$ cat src/rtl/edge_row_reader_pkg.sv
// Shared widths and FSM encoding for the edge-cache row reader.
// Defaults match the Dijkstra datapath: 32 nodes, 5-bit index, 16-bit weights.
package edge_row_reader_pkg;

    localparam int DEFAULT_MAX_NODES   = 32;
    localparam int DEFAULT_INDEX_WIDTH = 5;
    localparam int DEFAULT_VALUE_WIDTH = 16;

    typedef enum logic [2:0] {
        ST_IDLE,
        ST_ISSUE,
        ST_WAIT,
        ST_EMIT,
        ST_DONE
    } state_t;

endpackage

$ cat src/rtl/edge_row_reader.sv
// Scans one adjacency row through the edge cache and streams present edges.
// Optional: EDGE_READER_SKIP_SELF_EN skips the column equal to the source node.
module edge_row_reader
    import edge_row_reader_pkg::*;
#(
    parameter int MAX_NODES   = DEFAULT_MAX_NODES,
    parameter int INDEX_WIDTH = DEFAULT_INDEX_WIDTH,
    parameter int VALUE_WIDTH = DEFAULT_VALUE_WIDTH,
    parameter logic [VALUE_WIDTH-1:0] NO_EDGE = {VALUE_WIDTH{1'b1}}
) (
    input  logic                   clock,
    input  logic                   reset,
    input  logic                   start,
    input  logic [INDEX_WIDTH-1:0] node,
    input  logic [INDEX_WIDTH:0]   num_nodes,
    output logic                   busy,
    output logic                   done,
    output logic                   out_valid,
    input  logic                   out_ready,
    output logic [INDEX_WIDTH-1:0] out_to_node,
    output logic [VALUE_WIDTH-1:0] out_weight,
    output logic [INDEX_WIDTH-1:0] cache_from_node,
    output logic [INDEX_WIDTH-1:0] cache_to_node,
    output logic                   cache_read_enable,
    input  logic                   cache_ready,
    input  logic [VALUE_WIDTH-1:0] cache_edge_value
);

    localparam int CW = INDEX_WIDTH + 1;
    localparam logic [CW-1:0] MAX_N = CW'(MAX_NODES);

    state_t state, state_next;

    logic [CW-1:0] col;
    logic [CW-1:0] n_q;
    logic [CW-1:0] n_start;
    logic [CW-1:0] n_src;
    logic [CW-1:0] base;
    logic [CW-1:0] cand;
    logic          skip;
    logic          last;
    logic          advance;

    assign n_start = (num_nodes > MAX_N) ? MAX_N : num_nodes;

    // cand is the next column to visit; last means no such column exists.
`ifdef EDGE_READER_SKIP_SELF_EN
    logic [INDEX_WIDTH-1:0] node_src;
    assign node_src = (state == ST_IDLE) ? node : cache_from_node;
    assign skip = (base == {1'b0, node_src});
`else
    assign skip = 1'b0;
`endif

    always_comb begin
        n_src = (state == ST_IDLE) ? n_start : n_q;
        base  = (state == ST_IDLE) ? '0 : col + CW'(1);
        cand  = base + CW'(skip);
        last  = (cand >= n_src);
    end

    always_comb begin
        state_next = state;
        advance    = 1'b0;
        unique case (state)
            ST_IDLE: begin
                if (start) begin
                    state_next = last ? ST_DONE : ST_ISSUE;
                end
            end
            ST_ISSUE: state_next = ST_WAIT;
            ST_WAIT: begin
                if (cache_ready) begin
                    if (cache_edge_value == NO_EDGE) begin
                        advance    = 1'b1;
                        state_next = last ? ST_DONE : ST_ISSUE;
                    end else begin
                        state_next = ST_EMIT;
                    end
                end
            end
            ST_EMIT: begin
                if (out_ready) begin
                    advance    = 1'b1;
                    state_next = last ? ST_DONE : ST_ISSUE;
                end
            end
            ST_DONE: state_next = ST_IDLE;
            default: state_next = ST_IDLE;
        endcase
    end

    assign busy              = (state != ST_IDLE);
    assign done              = (state == ST_DONE);
    assign out_valid         = (state == ST_EMIT);
    assign cache_read_enable = (state == ST_ISSUE);
    assign cache_to_node     = col[INDEX_WIDTH-1:0];

    always_ff @(posedge clock or posedge reset) begin
        if (reset) begin
            state <= ST_IDLE;
        end else begin
            state <= state_next;
        end
    end

    always_ff @(posedge clock or posedge reset) begin
        if (reset) begin
            col             <= '0;
            n_q             <= '0;
            cache_from_node <= '0;
            out_to_node     <= '0;
            out_weight      <= '0;
        end else begin
            if (state == ST_IDLE && start) begin
                cache_from_node <= node;
                n_q             <= n_start;
                col             <= last ? '0 : cand;
            end
            if (state == ST_WAIT && cache_ready) begin
                out_weight  <= cache_edge_value;
                out_to_node <= col[INDEX_WIDTH-1:0];
            end
            // Counter stops on the last column so it never wraps.
            if (advance && !last) begin
                col <= cand;
            end
        end
    end

endmodule

$ cat config.mk
export PLATFORM = sky130hd
export DESIGN_NAME = edge_row_reader
export DESIGN_NICKNAME = d
export VERILOG_FILES = /design/src/rtl/edge_row_reader_pkg.sv /design/src/rtl/edge_row_reader.sv
export SDC_FILE = /design/constraint.sdc
export NUM_CORES = 1
export LEC_CHECK = 0
export CAP_MARGIN = 20
export CORE_MARGIN = 2
export CORE_UTILIZATION = 32
export DETAILED_ROUTE_END_ITERATION = 8
export PLACE_DENSITY = 0.56
export SYNTH_ARGS = -nofsm -noshare
export SYNTH_HDL_FRONTEND = slang
export SYNTH_SLANG_ARGS = --single-unit
$ cat constraint.sdc
create_clock -name clock -period 3.9 [get_ports clock]
set_clock_uncertainty 0.1 [all_clocks]
set_input_delay 0.39 -clock clock [delete_from_list [all_inputs] [get_ports clock]]
set_output_delay 0.39 -clock clock [all_outputs]
set_load 0.01 [all_outputs]
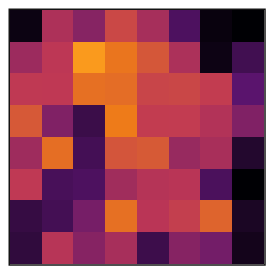
util_map.png
Drawn at 3 px/µm. 8 x 8 tiles, from black (low) to pale yellow (high), 0 to 100% covered.
mean over tiles: 39%
tiles over 75% full: 1.6%
fullest tile: 78%
nearly empty tiles: 3.1%
emptiest ninth of the die: top right

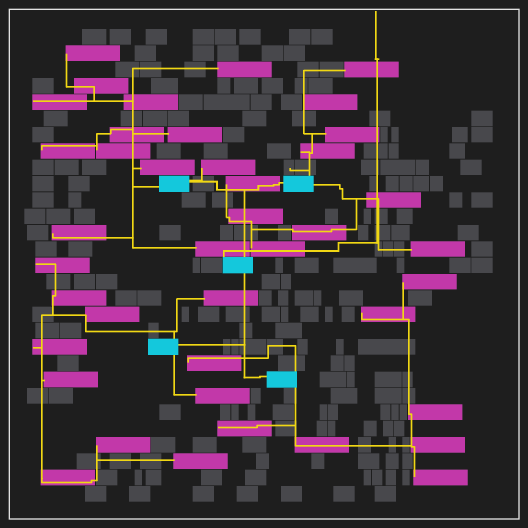
clock_wires.png
Drawn at 6 px/µm.
legend:
  cyan:
    item: clock-net drivers
    count: 5
  magenta:
    item: flip-flops
    count: 41
  yellow:
    item: clock wires
    length: 617 µm
routed clock nets: 6
Clk network pwr share: 14.1%
clk pwr: 0.280 mW

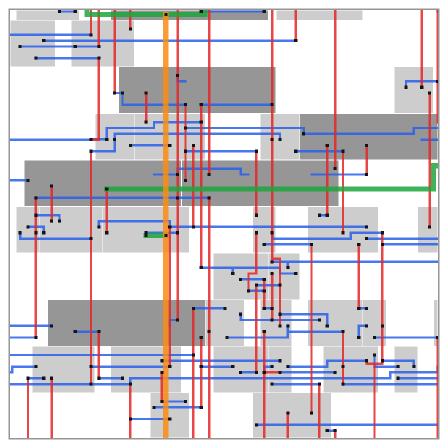
closeup.png
Window x 30 to 55, y 30 to 55 µm. Cells in gray, sequential cells in the stronger gray; small squares are vias.
legend:
  green:
    layer: M3
  orange:
    layer: M4
  red:
    layer: M2
  blue:
    layer: M1
cells with their middle in the window: 30
sequential cells in the window: 5
most frequent: dfrtp_1 (5), nor2_1 (4), mux2_2 (4)
netlist names of flops here include: `col` (4), `out_to_node` (1)

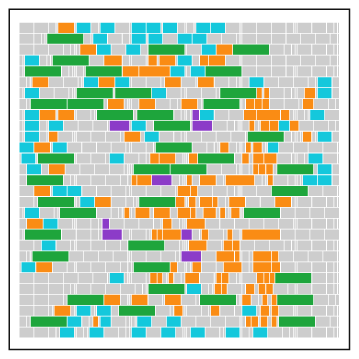
class_map.png
Drawn at 4 px/µm. Fill, decap, tap and diode cells in gray.
legend:
  cyan:
    class: remaining buffers and delay cells
    cells: 69
  purple:
    class: clock drivers and dummy loads
    cells: 8
  green:
    class: sequential cells
    cells: 41
  orange:
    class: remaining logic cells
    cells: 126
# rows: 29
final core utilization: 45.6%
Final Cell Area: 2880 µm²
Core Area: 6310 µm²

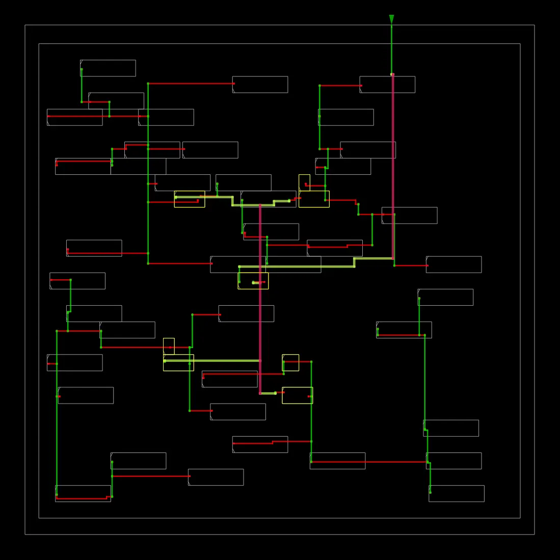
clock_nets.png
Clock Latency Late Sink: 290 ps
CTS buffer count: 5
Flops: 41

==> results.json <==
{
  "grt_pass1_vias": 1554,
  "power-per-cell-area_nw_per_um2": 687,
  "clk_share_pct": 3.00,
  "r2r_cells": 10,
  "hp-start": "n_q[4]",
  "comb_area_share_pct": 34.0,
  "drt_iter0_drc": 74,
  "rsz0062_at_grt": "false",
  "endpoint": "col[5]",
  "postSynthAreaPerCell_um2": 11.6,
  "maxPowerGroup": "combinational cells",
  "taps": 77,
  "max_cap_violations": 0,
  "aoi_share_pct": 7.32,
  "largest_reg_flops": 16,
  "r2r_end": "col[5]",
  "antenna_found_initial": 0,
  "fin_cells": 321,
  "numSynthFlops": 41,
  "edf_count": 0,
  "vias": 1530,
  "hpwl_um": 3300,
  "gp_congestion": 0.731,
  "cts_resized": 0,
  "logic_area_um2": 978,
  "cts-root-buf": "clkbuf_8",
  "top_cell_area_share_pct": 49.2,
  "final-nonclk-buf-share_pct": 23.7,
  "synthSimpleGateAreaFrac_pct": 15.1,
  "top_usage_layer": "met2",
  "critPathTopFamily": "AND-OR/OR-AND gates",
  "met2_usage_pct": 21.2,
  "syn_nets": 218,
  "dominant_cells": "registers",
  "fillers": 618,
  "regMostFlops": "out_weight",
  "cp_cell_sequence": "nor3_4 -> buf_4 -> inv_2 -> o21ai_0 -> ha_1 -> nand2b_1 -> a21oi_1 -> o221ai_4 -> a211oi_4 -> mux2_2",
  "outcome": "complete, no violations",
  "top_logic_kind": "multiplexers",
  "n_all_inverters": 3,
  "wl_um": 4470,
  "die_y_um": 84.7
}
Power figures rest on the tool's default switching activity, not on a simulated workload.
